===== config.mk =====
export PLATFORM = sky130hd
export DESIGN_NAME = contador_decada_bcd
export DESIGN_NICKNAME = d
export VERILOG_FILES = /design/src/rtl/decada_pkg.sv /design/src/rtl/bcd_to_7seg.sv /design/src/rtl/contador_decada_bcd.sv
export SDC_FILE = /design/constraint.sdc
export NUM_CORES = 1
export LEC_CHECK = 0
export ABC_CLOCK_PERIOD_IN_PS = 3700
export CAP_MARGIN = 20
export CORE_ASPECT_RATIO = 0.75
export CORE_MARGIN = 1
export CORE_UTILIZATION = 45
export CTS_CLUSTER_SIZE = 30
export DETAILED_ROUTE_END_ITERATION = 10
export PLACE_DENSITY_LB_ADDON = 0.08
export SETUP_SLACK_MARGIN = 0.05
export SLEW_MARGIN = 20
export SYNTH_ARGS = -nofsm -noshare
export SYNTH_HDL_FRONTEND = slang
export SYNTH_SLANG_ARGS = --single-unit
export TNS_END_PERCENT = 10

===== constraint.sdc =====
create_clock -name clock_50 -period 3.7 [get_ports clock_50]
set_input_delay 0.74 -clock clock_50 [delete_from_list [all_inputs] [get_ports clock_50]]
set_output_delay 0.74 -clock clock_50 [all_outputs]
set_load 0.03 [all_outputs]

===== src/rtl/decada_pkg.sv =====
// Shared types and constants for the BCD decade counter: digit/segment
// widths, the BCD digit type and the active-low 7-segment patterns
// (bit order gfedcba, DE2-style).
package decada_pkg;

  localparam int BCD_W = 4;
  localparam int SEG_W = 7;

  typedef logic [BCD_W-1:0] bcd_digit_t;
  typedef logic [SEG_W-1:0] seg_t;

  localparam seg_t SEG_0     = 7'b1000000;
  localparam seg_t SEG_1     = 7'b1111001;
  localparam seg_t SEG_2     = 7'b0100100;
  localparam seg_t SEG_3     = 7'b0110000;
  localparam seg_t SEG_4     = 7'b0011001;
  localparam seg_t SEG_5     = 7'b0010010;
  localparam seg_t SEG_6     = 7'b0000010;
  localparam seg_t SEG_7     = 7'b1111000;
  localparam seg_t SEG_8     = 7'b0000000;
  localparam seg_t SEG_9     = 7'b0010000;
  localparam seg_t SEG_BLANK = 7'b1111111;

endpackage


===== src/rtl/bcd_to_7seg.sv =====
// Combinational BCD digit to active-low 7-segment decoder.
// Non-BCD codes (10..15) show a blank digit.
module bcd_to_7seg
  import decada_pkg::*;
(
  input  bcd_digit_t digit,
  output seg_t       seg
);

  // Table lookup; anything outside 0..9 blanks the digit
  always_comb begin
    seg = SEG_BLANK;
    case (digit)
      4'd0:    seg = SEG_0;
      4'd1:    seg = SEG_1;
      4'd2:    seg = SEG_2;
      4'd3:    seg = SEG_3;
      4'd4:    seg = SEG_4;
      4'd5:    seg = SEG_5;
      4'd6:    seg = SEG_6;
      4'd7:    seg = SEG_7;
      4'd8:    seg = SEG_8;
      4'd9:    seg = SEG_9;
      default: seg = SEG_BLANK;
    endcase
  end

endmodule


===== src/rtl/contador_decada_bcd.sv =====
// Multi-digit BCD up/down decade counter stepped by rising edges of a slow
// square wave sampled in the clock_50 domain. Drives registered active-low
// 7-segment outputs and a one-cycle wrap pulse for cascading.
// Optional build macro LEADING_ZERO_BLANK_EN: blanks leading zero digits
// (digit 0 always shown); bcd and carry are unaffected by it.
module contador_decada_bcd
  import decada_pkg::*;
#(
  parameter int DIGITS      = 2,
  parameter int SYNC_STAGES = 2   // legal range 2..4
) (
  input  logic                      clock_50,
  input  logic                      reset,
  input  logic                      tick_in,
  input  logic                      enable,
  input  logic                      up_down,
  input  logic                      load,
  input  logic [BCD_W*DIGITS-1:0]   load_value,
  output logic [BCD_W*DIGITS-1:0]   bcd,
  output logic [SEG_W*DIGITS-1:0]   hex,
  output logic                      carry
);

  // One digit step: returns {ripple_out, new_digit}
  function automatic logic [BCD_W:0] digit_step(input bcd_digit_t d, input logic up);
    if (up)
      return (d == 4'd9) ? {1'b1, 4'd0} : {1'b0, d + 4'd1};
    else
      return (d == 4'd0) ? {1'b1, 4'd9} : {1'b0, d - 4'd1};
  endfunction

  // Force any non-BCD digit on load back to zero
  function automatic bcd_digit_t digit_clamp(input bcd_digit_t d);
    return (d > 4'd9) ? 4'd0 : d;
  endfunction

  logic [SYNC_STAGES-1:0]    sync_p0;
  logic                      prev_p1;
  logic                      vld_p1;
  logic [BCD_W*DIGITS-1:0]   bcd_p2;
  logic [BCD_W*DIGITS-1:0]   bcd_step;
  logic [BCD_W*DIGITS-1:0]   bcd_load;
  logic                      wrap;
  logic                      carry_p2;
  logic [SEG_W*DIGITS-1:0]   seg_dec;
  logic [DIGITS-1:0]         blank;
  logic [SEG_W*DIGITS-1:0]   hex_nxt;
  logic [SEG_W*DIGITS-1:0]   hex_p3;

  // ---- stage 0: synchronizer; reset to 1 so a high tick_in at release is not an edge
  always_ff @(posedge clock_50 or posedge reset) begin
    if (reset) sync_p0 <= '1;
    else       sync_p0 <= {sync_p0[SYNC_STAGES-2:0], tick_in};
  end

  // ---- stage 1: edge detect, one-cycle step strobe per rising edge
  always_ff @(posedge clock_50 or posedge reset) begin
    if (reset) prev_p1 <= 1'b1;
    else       prev_p1 <= sync_p0[SYNC_STAGES-1];
  end

  assign vld_p1 = sync_p0[SYNC_STAGES-1] & ~prev_p1;

  // Ripple the increment/borrow through all digits in one cycle; sanitize load data
  always_comb begin
    logic           rip;
    logic [BCD_W:0] res;
    rip      = 1'b1;
    res      = '0;
    bcd_step = bcd_p2;
    bcd_load = '0;
    for (int i = 0; i < DIGITS; i++) begin
      res = digit_step(bcd_p2[BCD_W*i +: BCD_W], up_down);
      if (rip) bcd_step[BCD_W*i +: BCD_W] = res[BCD_W-1:0];
      rip = rip & res[BCD_W];
      bcd_load[BCD_W*i +: BCD_W] = digit_clamp(load_value[BCD_W*i +: BCD_W]);
    end
    wrap = rip;
  end

  // ---- stage 2: count register; load beats a step, disabled steps are dropped
  always_ff @(posedge clock_50 or posedge reset) begin
    if (reset) begin
      bcd_p2   <= '0;
      carry_p2 <= 1'b0;
    end else if (load) begin
      bcd_p2   <= bcd_load;
      carry_p2 <= 1'b0;
    end else if (vld_p1 && enable) begin
      bcd_p2   <= bcd_step;
      carry_p2 <= wrap;
    end else begin
      carry_p2 <= 1'b0;
    end
  end

  genvar g;
  generate
    for (g = 0; g < DIGITS; g++) begin : g_dec
      bcd_to_7seg u_dec (
        .digit (bcd_p2[BCD_W*g +: BCD_W]),
        .seg   (seg_dec[SEG_W*g +: SEG_W])
      );
    end
  endgenerate

`ifdef LEADING_ZERO_BLANK_EN
  // A digit above 0 is blank when it and every higher digit are zero
  always_comb begin
    logic hi_zero;
    hi_zero = 1'b1;
    blank   = '0;
    for (int i = DIGITS - 1; i >= 1; i--) begin
      hi_zero  = hi_zero & (bcd_p2[BCD_W*i +: BCD_W] == 4'd0);
      blank[i] = hi_zero;
    end
  end
`else
  assign blank = '0;
`endif

  // Choose decoded pattern or blank per digit
  always_comb begin
    hex_nxt = '0;
    for (int i = 0; i < DIGITS; i++)
      hex_nxt[SEG_W*i +: SEG_W] = blank[i] ? SEG_BLANK : seg_dec[SEG_W*i +: SEG_W];
  end

  // ---- stage 3: registered segment drive, one cycle behind bcd
  always_ff @(posedge clock_50 or posedge reset) begin
    if (reset) hex_p3 <= {DIGITS{SEG_0}};
    else       hex_p3 <= hex_nxt;
  end

  assign bcd   = bcd_p2;
  assign carry = carry_p2;
  assign hex   = hex_p3;

endmodule


**Run 1: M1 wires**

Scale bar: 20 µm.
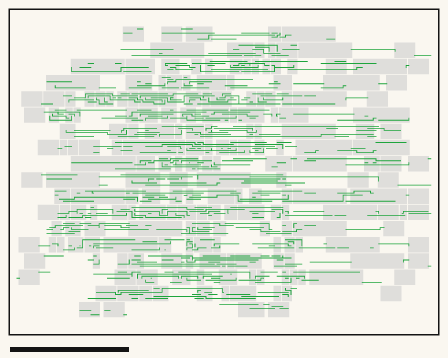
longest straight run	27.1 µm
nets with wire on the layer	209
wire length on this layer	1,960 µm
main direction	horizontal
share of all routed wire	51%

**Run 1: signal wires on met2**

Scale bar: 20 µm.
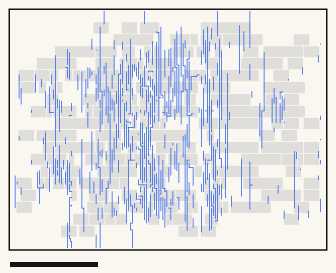
longest straight run	27.2 µm
nets with wire on the layer	175
wire length on this layer	1,580 µm
share of all routed wire	41%

**Run 1: signal wires on met3**

Scale bar: 20 µm.
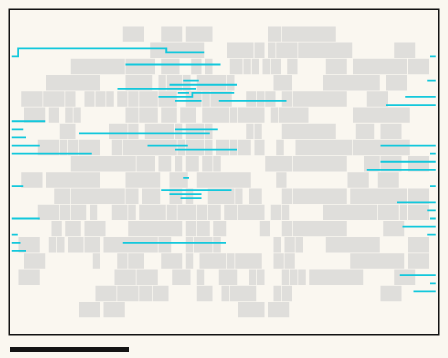
longest straight run	24.8 µm
wire length on this layer	294 µm
main direction	horizontal

==> run_results.csv, run 1 <==
group,metric,value,unit
hold_path,hold_end,"sync_p0[1]$_DFF_PP1_",
logic_synthesis,synth_top_cell_by_count,"nor2_1",
finish,area_delta_synth_final,26.6,%
drt,drt_iter0_drc,77,
finish,post-route-util,61.7,%
logic_synthesis,top_area_cell,"dfrtp_1",
placement,place_area,2010,µm²
timing,setup_violations,0,
timing,fmax,397,MHz
logic_synthesis,async_reset_ff_share,100,%
placement,hpwl,2700,µm
cts,cts_resized,0,
critical_path,crit_cells,1,
timing,finalCritPeriodShare,68.1,%
finish,comb_area_share,43.4,%
placement,routabilityCongestion,0.981,
logic_synthesis,top_area_share,31.9,%
global_routing,grt_pass1_vias,1251,
critical_path,start_kind,"flop",
cts,h-tree-depth,1,
global_routing,grt_start_max_net_pins,27,
timing,finalCriticalPeriod,2.52,ns
die,coreArea,3380,µm²
finish,area.sequential,657,µm²
finish,buf_share,17.3,%
global_routing,grt_pass1_wl,5980,µm
finish,stdcell_area,2080,µm²
timing,clock_skew,0.00841,ns
timing,tns,0,ns
die,ios,37,
timing,slew_viol_final,0,
logic_synthesis,ys.flop_type,"dfrtp_1",
pwr,finalPower,0.922,mW
logic_synthesis,yosysWarnings,0,
timing,grt_setup_unrepaired,"false",
die,die_w,71.8,µm
critical_path,cp_top_family,"buffers and inverters",
drt,drtAntennaViolNets,0,
cts,post-cts-setup-buffer-count,0,
placement,portBuffers,36,
hold_path,hp-start,"sync_p0[0]$_DFF_PP1_",
outcome,status,"complete, no violations",
critical_path,r2r_slack,1.42,ns
cts,clkLatencyLatePin,0.27,ns
finish,combGateArea,903,µm²
critical_path,crit_start,"bcd[3]$_DFFE_PP0P_",
critical_path,critical_path_class,"reg -> out",
cts,clk_path_buf_depth,2,
logic_synthesis,common_cells,"nor2_1 (24), dfrtp_1 (21), a21oi_1 (17)",
hold_path,hold_depth,0,
die,rows,18,
pwr,power_density,443,nW/µm²
critical_path,rr_worst_depth,6,
run,warnings,34,
finish,fillers,279,
finish,logic_gates,138,
logic_synthesis,synth.distinct_cells,48,
drt,via_count,1472,
critical_path,cp.required,2.96,ns
die,fp.dieH,54.4,µm
global_routing,grt.overflow.total,0,
logic_synthesis,yosysChipArea,1650,µm²
cts,cts_sinks,26,
cts,holdBufCountCts,0,
logic_synthesis,syn_nets,210,
finish,largest_class,"multi-input combinational cells",
finish,n_all_buffers,36,
critical_path,cp_cell_sequence,"clkdlybuf4s50_1",
critical_path,crit_arrival,1.78,ns
finish,drive_gt1_share,8.84,%
cts,cts_root_buffer,"clkbuf_8",
logic_synthesis,ys_ff,26,
cts,numCtsBuffers,3,
logic_synthesis,ys_cells,184,
pwr,cellLeakagePower,0.872,nW
finish,final_cells,255,
logic_synthesis,netlist_instances,184,
timing,worst_slew_pin_slew,0.987,ns
cts,cts_tree,"built",
logic_synthesis,area_leaders,"dfrtp_1 (32%), ha_1 (9.1%), dfstp_2 (8.0%)",
[run 1: worst reg2reg max path, stage by stage (launching register included)]
cell and delay (ns):
dfrtp_1 0.49, inv_1 0.26, ha_1 0.33, or4b_4 0.52, and2_4 0.19, nor4_2 0.26, o31ai_1 0.10
[run 1: per-layer routing]
layer | track usage, % | part of all wire [%]
met5 | 0 | 0
met3 | 5.34 | 7.7
met4 | 1.96 | 0.36
met1 | 30.7 | 51
met2 | 28.3 | 41
[run 1: kinds of logic (layout without fill, tap and decap cells)]
| kind of cell | count (synthesis) | count (layout) | synth area share, % |
|---|---|---|---|
| flops | 26 | 26 | 39.9 |
| xor+xnor | 1 | 1 | 0.532 |
| buf+inv | 20 | 51 | 5.17 |
| fa+ha+maj | 12 | 12 | 9.13 |
| mux | 1 | 1 | 0.608 |
| compound gates | 58 | 58 | 23.7 |
| simple gates | 66 | 66 | 21.0 |
[run 1: cells in the final DEF, fill, tap and decap left out, drive strengths merged, types with 3 or more instances in the layout]
master,netlist,layout
nor2,24,24
inv,10,10
o21ai,12,12
dfrtp,21,21
ha,12,12
o211ai,4,4
dfstp,5,5
clkdlybuf4s50,0,36
o31ai,3,3
nand2,14,14
nand3b,5,5
a21oi,18,18
or2,3,3
clkbuf,6,3
nand2b,3,3
a31oi,4,4
[run 1: where the power goes]
| part | switching [mW] | total (mW) | internal (mW) | leakage (nW) |
|---|---|---|---|---|
| clock | 0.0880 | 0.233 | 0.145 | 0.0357 |
| combinational | 0.189 | 0.326 | 0.137 | 0.527 |
| sequential | 0.0380 | 0.363 | 0.325 | 0.309 |
| total | 0.315 | 0.922 | 0.607 | 0.872 |
[run 1: flip-flops by register name (all words and copies together), names as in the netlist]
register  count
hex          14
bcd           8
sync_p0       2
carry         1
prev_p1       1
**Run 1: track usage over the die**

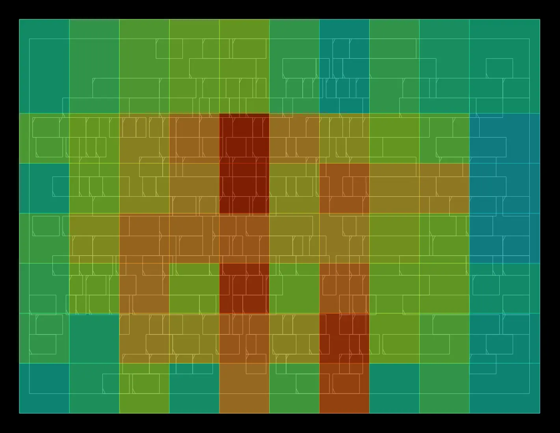

==> run 1 -> run 2 <==
--- a/config.mk
+++ b/config.mk
@@ -5,7 +5,7 @@
 export SDC_FILE = /design/constraint.sdc
 export NUM_CORES = 1
 export LEC_CHECK = 0
-export ABC_CLOCK_PERIOD_IN_PS = 3700
+export ABC_CLOCK_PERIOD_IN_PS = 2600
 export CAP_MARGIN = 20
 export CORE_ASPECT_RATIO = 0.75
 export CORE_MARGIN = 1
==> constraint.sdc (replaced) <==
create_clock -name clock_50 -period 2.6 [get_ports clock_50]
set_input_delay 0.52 -clock clock_50 [delete_from_list [all_inputs] [get_ports clock_50]]
set_output_delay 0.52 -clock clock_50 [all_outputs]
set_load 0.03 [all_outputs]
**Run 2: track usage over the die**

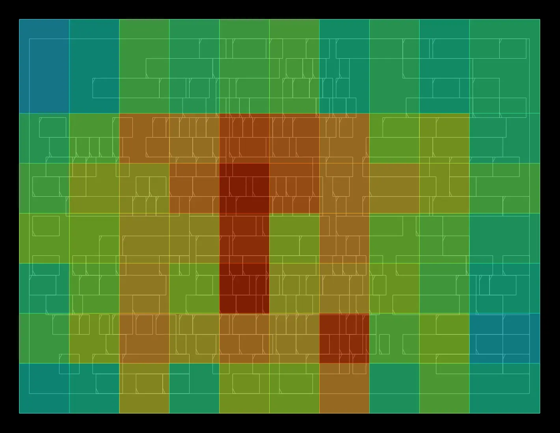
met1 GRT Util: 31.0%
Final Util: 62.8%
GR Util met2: 31.4%
met3 Track Usage GR: 5.71%

**Run 2: pin map**

Scale bar: 20 µm. Pins as bars across the die edge, other pins in gray.
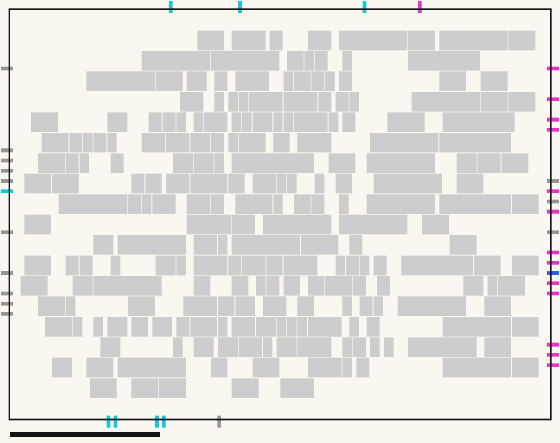
color	port	pins	direction	edge
magenta	`hex`	14	output	13 east, 1 north
cyan	`bcd`	8	output	4 south, 3 north, 1 west
blue	`reset`	1	input	east
all pins by edge	17 east, 11 west, 5 south, 4 north

==> run 2 against run 1 <==
Utilization grew 1.1 points. Via count grew 2.2%. Critical path depth grew 5. Clock-buffer cell count is the same. Clock skew grew 0.0010 ns. Routed wire length grew 0.34%. Sequential share of layout area shrank 0.56 points. Combinational power grew about 50%. Clock power grew 43%. Sequential power grew 38%. Largest power group unchanged.
==> run_results.csv, run 2 <==
group,metric,value,unit
run,warnings,34,
logic_synthesis,synth-edff-count,0,
global_routing,grt_start_max_net_pins,27,
critical_path,crit_start,"bcd[1]$_DFFE_PP0P_",
global_routing,grt_pass1_vias,1313,
finish,area.sequential,657,µm²
pwr,power_density,624,nW/µm²
drt,routed_wl,3850,µm
outcome,status,"complete, no violations",
cts,cts_sinks,26,
critical_path,rr_worst_depth,6,
pwr,clk-power,0.333,mW
logic_synthesis,synth_top_cell_by_count,"nor2_1",
finish,mostFrequentLayoutCells,"clkdlybuf4s50_1 (36), nor2_1 (24), dfrtp_1 (21)",
timing,clock_skew,0.00944,ns
critical_path,reg2reg_from,"bcd[1]$_DFFE_PP0P_",
pwr,p_comb,0.488,mW
die,coreArea,3380,µm²
die,die_w,71.8,µm
critical_path,critical_path_class,"reg -> reg",
finish,area_delta_synth_final,28.9,%
pwr,switching_power,0.451,mW
critical_path,r2r_slack,0.39,ns
logic_synthesis,area_leaders,"dfrtp_1 (32%), ha_1 (9.1%), dfstp_2 (8.0%)",
pwr,internal_power,0.872,mW
cts,numCtsBuffers,3,
finish,fillers,281,
placement,portBuffers,36,
logic_synthesis,ys_ff,26,
pwr,p_comb_share,36.9,%
logic_synthesis,top_area_cell,"dfrtp_1",
cts,cts_root_buffer,"clkbuf_8",
finish,largest_register_ffs,14,
cts,cts_resized,0,
drt,via_count,1504,
logic_synthesis,yosysWarnings,0,
logic_synthesis,ys.flop_type,"dfrtp_1",
critical_path,start_kind,"flop",
critical_path,crit_arrival,2.35,ns
critical_path,cp_max_fo,7,
timing,hold_viol,0,
pwr,sw_frac_of_total,34.1,%
cts,cts_tree,"built",
placement,routabilityCongestion,0.930,
finish,final_layout_top_logic_cell,"clkdlybuf4s50_1",
die,ios,37,
timing,worst_slew_pin_slew,0.555,ns
logic_synthesis,syn_nets,210,
logic_synthesis,top_area_share,31.9,%
pwr,power_frac_clock,25.2,%
timing,slew_viol_final,0,
die,rows,18,
cts,clkLatencyLatePin,0.28,ns
drt,drc,0,
die,chip_area,3900,µm²
pwr,maxPowerGroup,"registers",
timing,finalCritPeriodShare,84.9,%
finish,drive_gt1_share,10.9,%
logic_synthesis,async_reset_ff_share,100,%
drt,drt_iter0_drc,91,
hold_path,hold_end,"sync_p0[1]$_DFF_PP1_",
pwr,cellLeakagePower,0.897,nW
timing,fmax,453,MHz
pwr,p_seq_share,37.9,%
logic_synthesis,ys_seq_share,39.9,%
pwr,sequentialPower,0.501,mW
cts,h-tree-depth,1,
finish,finalNetCount,247,
timing,grt_setup_unrepaired,"false",
logic_synthesis,netlist_instances,184,
timing,setup_violations,0,
cts,post-cts-setup-buffer-count,0,
logic_synthesis,ys_cells,184,
timing,finalCriticalPeriod,2.21,ns
drt,drtAntennaViolNets,0,
logic_synthesis,common_cells,"nor2_1 (24), dfrtp_1 (21), a21oi_1 (17)",
logic_synthesis,yosysChipArea,1650,µm²
finish,combGateArea,903,µm²
hold_path,hp-start,"sync_p0[0]$_DFF_PP1_",
global_routing,grt_pass1_wl,6270,µm
die,fp.dieH,54.4,µm
timing,tns,0,ns
logic_synthesis,synth.distinct_cells,48,
global_routing,grt.overflow.total,0,
hold_path,hold_depth,0,
logic_synthesis,syn_avg_cell_area,8.94,µm²
critical_path,cp.required,2.74,ns
die,floorplan.core_util,48.7,%
cts,holdBufCountCts,0,
placement,hpwl,2840,µm
cts,clk_path_buf_depth,2,
run 2: cell counts after synthesis:
Identical to the previous run, type by type.
run 2: per-stage QoR:
stage | instance area, µm² | utilization (%) | setup slack (ns) | power, mW | std cells
after global routing | 2120 | 62.8 | 0.280 | 1.40 | 260
after floorplan | 1650 | - | 0.466 | 0.809 | 184
final | 2120 | 62.8 | 0.392 | 1.32 | 260
after global placement | 2050 | 60.7 | 0.411 | 0.983 | 256
after detailed placement | 2050 | 60.7 | 0.361 | 0.991 | 256
after CTS | 2120 | 62.8 | 0.413 | 1.33 | 260
run 2: final cells by class:
cell class | instances | share of cell area, %
multi-input cells | 138 | 42.6
flip-flops and latches | 26 | 31.0
repair buffers | 41 | 18.8
well taps | 40 | 2.36
clock buffers | 3 | 1.95
inverters | 11 | 1.95
clock inverters | 1 | 1.42
run 2: worst max-delay path: stages (launching register included):
cell and delay [ns]:
dfrtp_1 0.47, inv_1 0.22, ha_1 0.30, or4b_4 0.52, and2_4 0.19, nor4_2 0.26
o31ai_1 0.11
run 2: cells by family (layout without fill, tap and decap cells):
| group | count (synthesis) | after routing | synth area share, % |
|---|---|---|---|
| xor gates and xnor gates | 1 | 1 | 0.532 |
| buffers and inverters | 20 | 56 | 5.17 |
| DFF | 26 | 26 | 39.9 |
| muxes | 1 | 1 | 0.608 |
| and+or+nand+nor | 66 | 66 | 21.0 |
| adders and majority gates | 12 | 12 | 9.13 |
| AOI/OAI and AO/OA | 58 | 58 | 23.7 |
run 2: layer usage:
metal | part of all wire (%) | global-route usage, % | wire (µm)
met1 | 46 | 31.0 | 1770
met2 | 42 | 31.4 | 1630
met3 | 11 | 5.71 | 429
met4 | 0.80 | 7.19 | 31
met5 | 0 | 0 | 0
Power figures rest on the tool's default switching activity, not on a simulated workload.
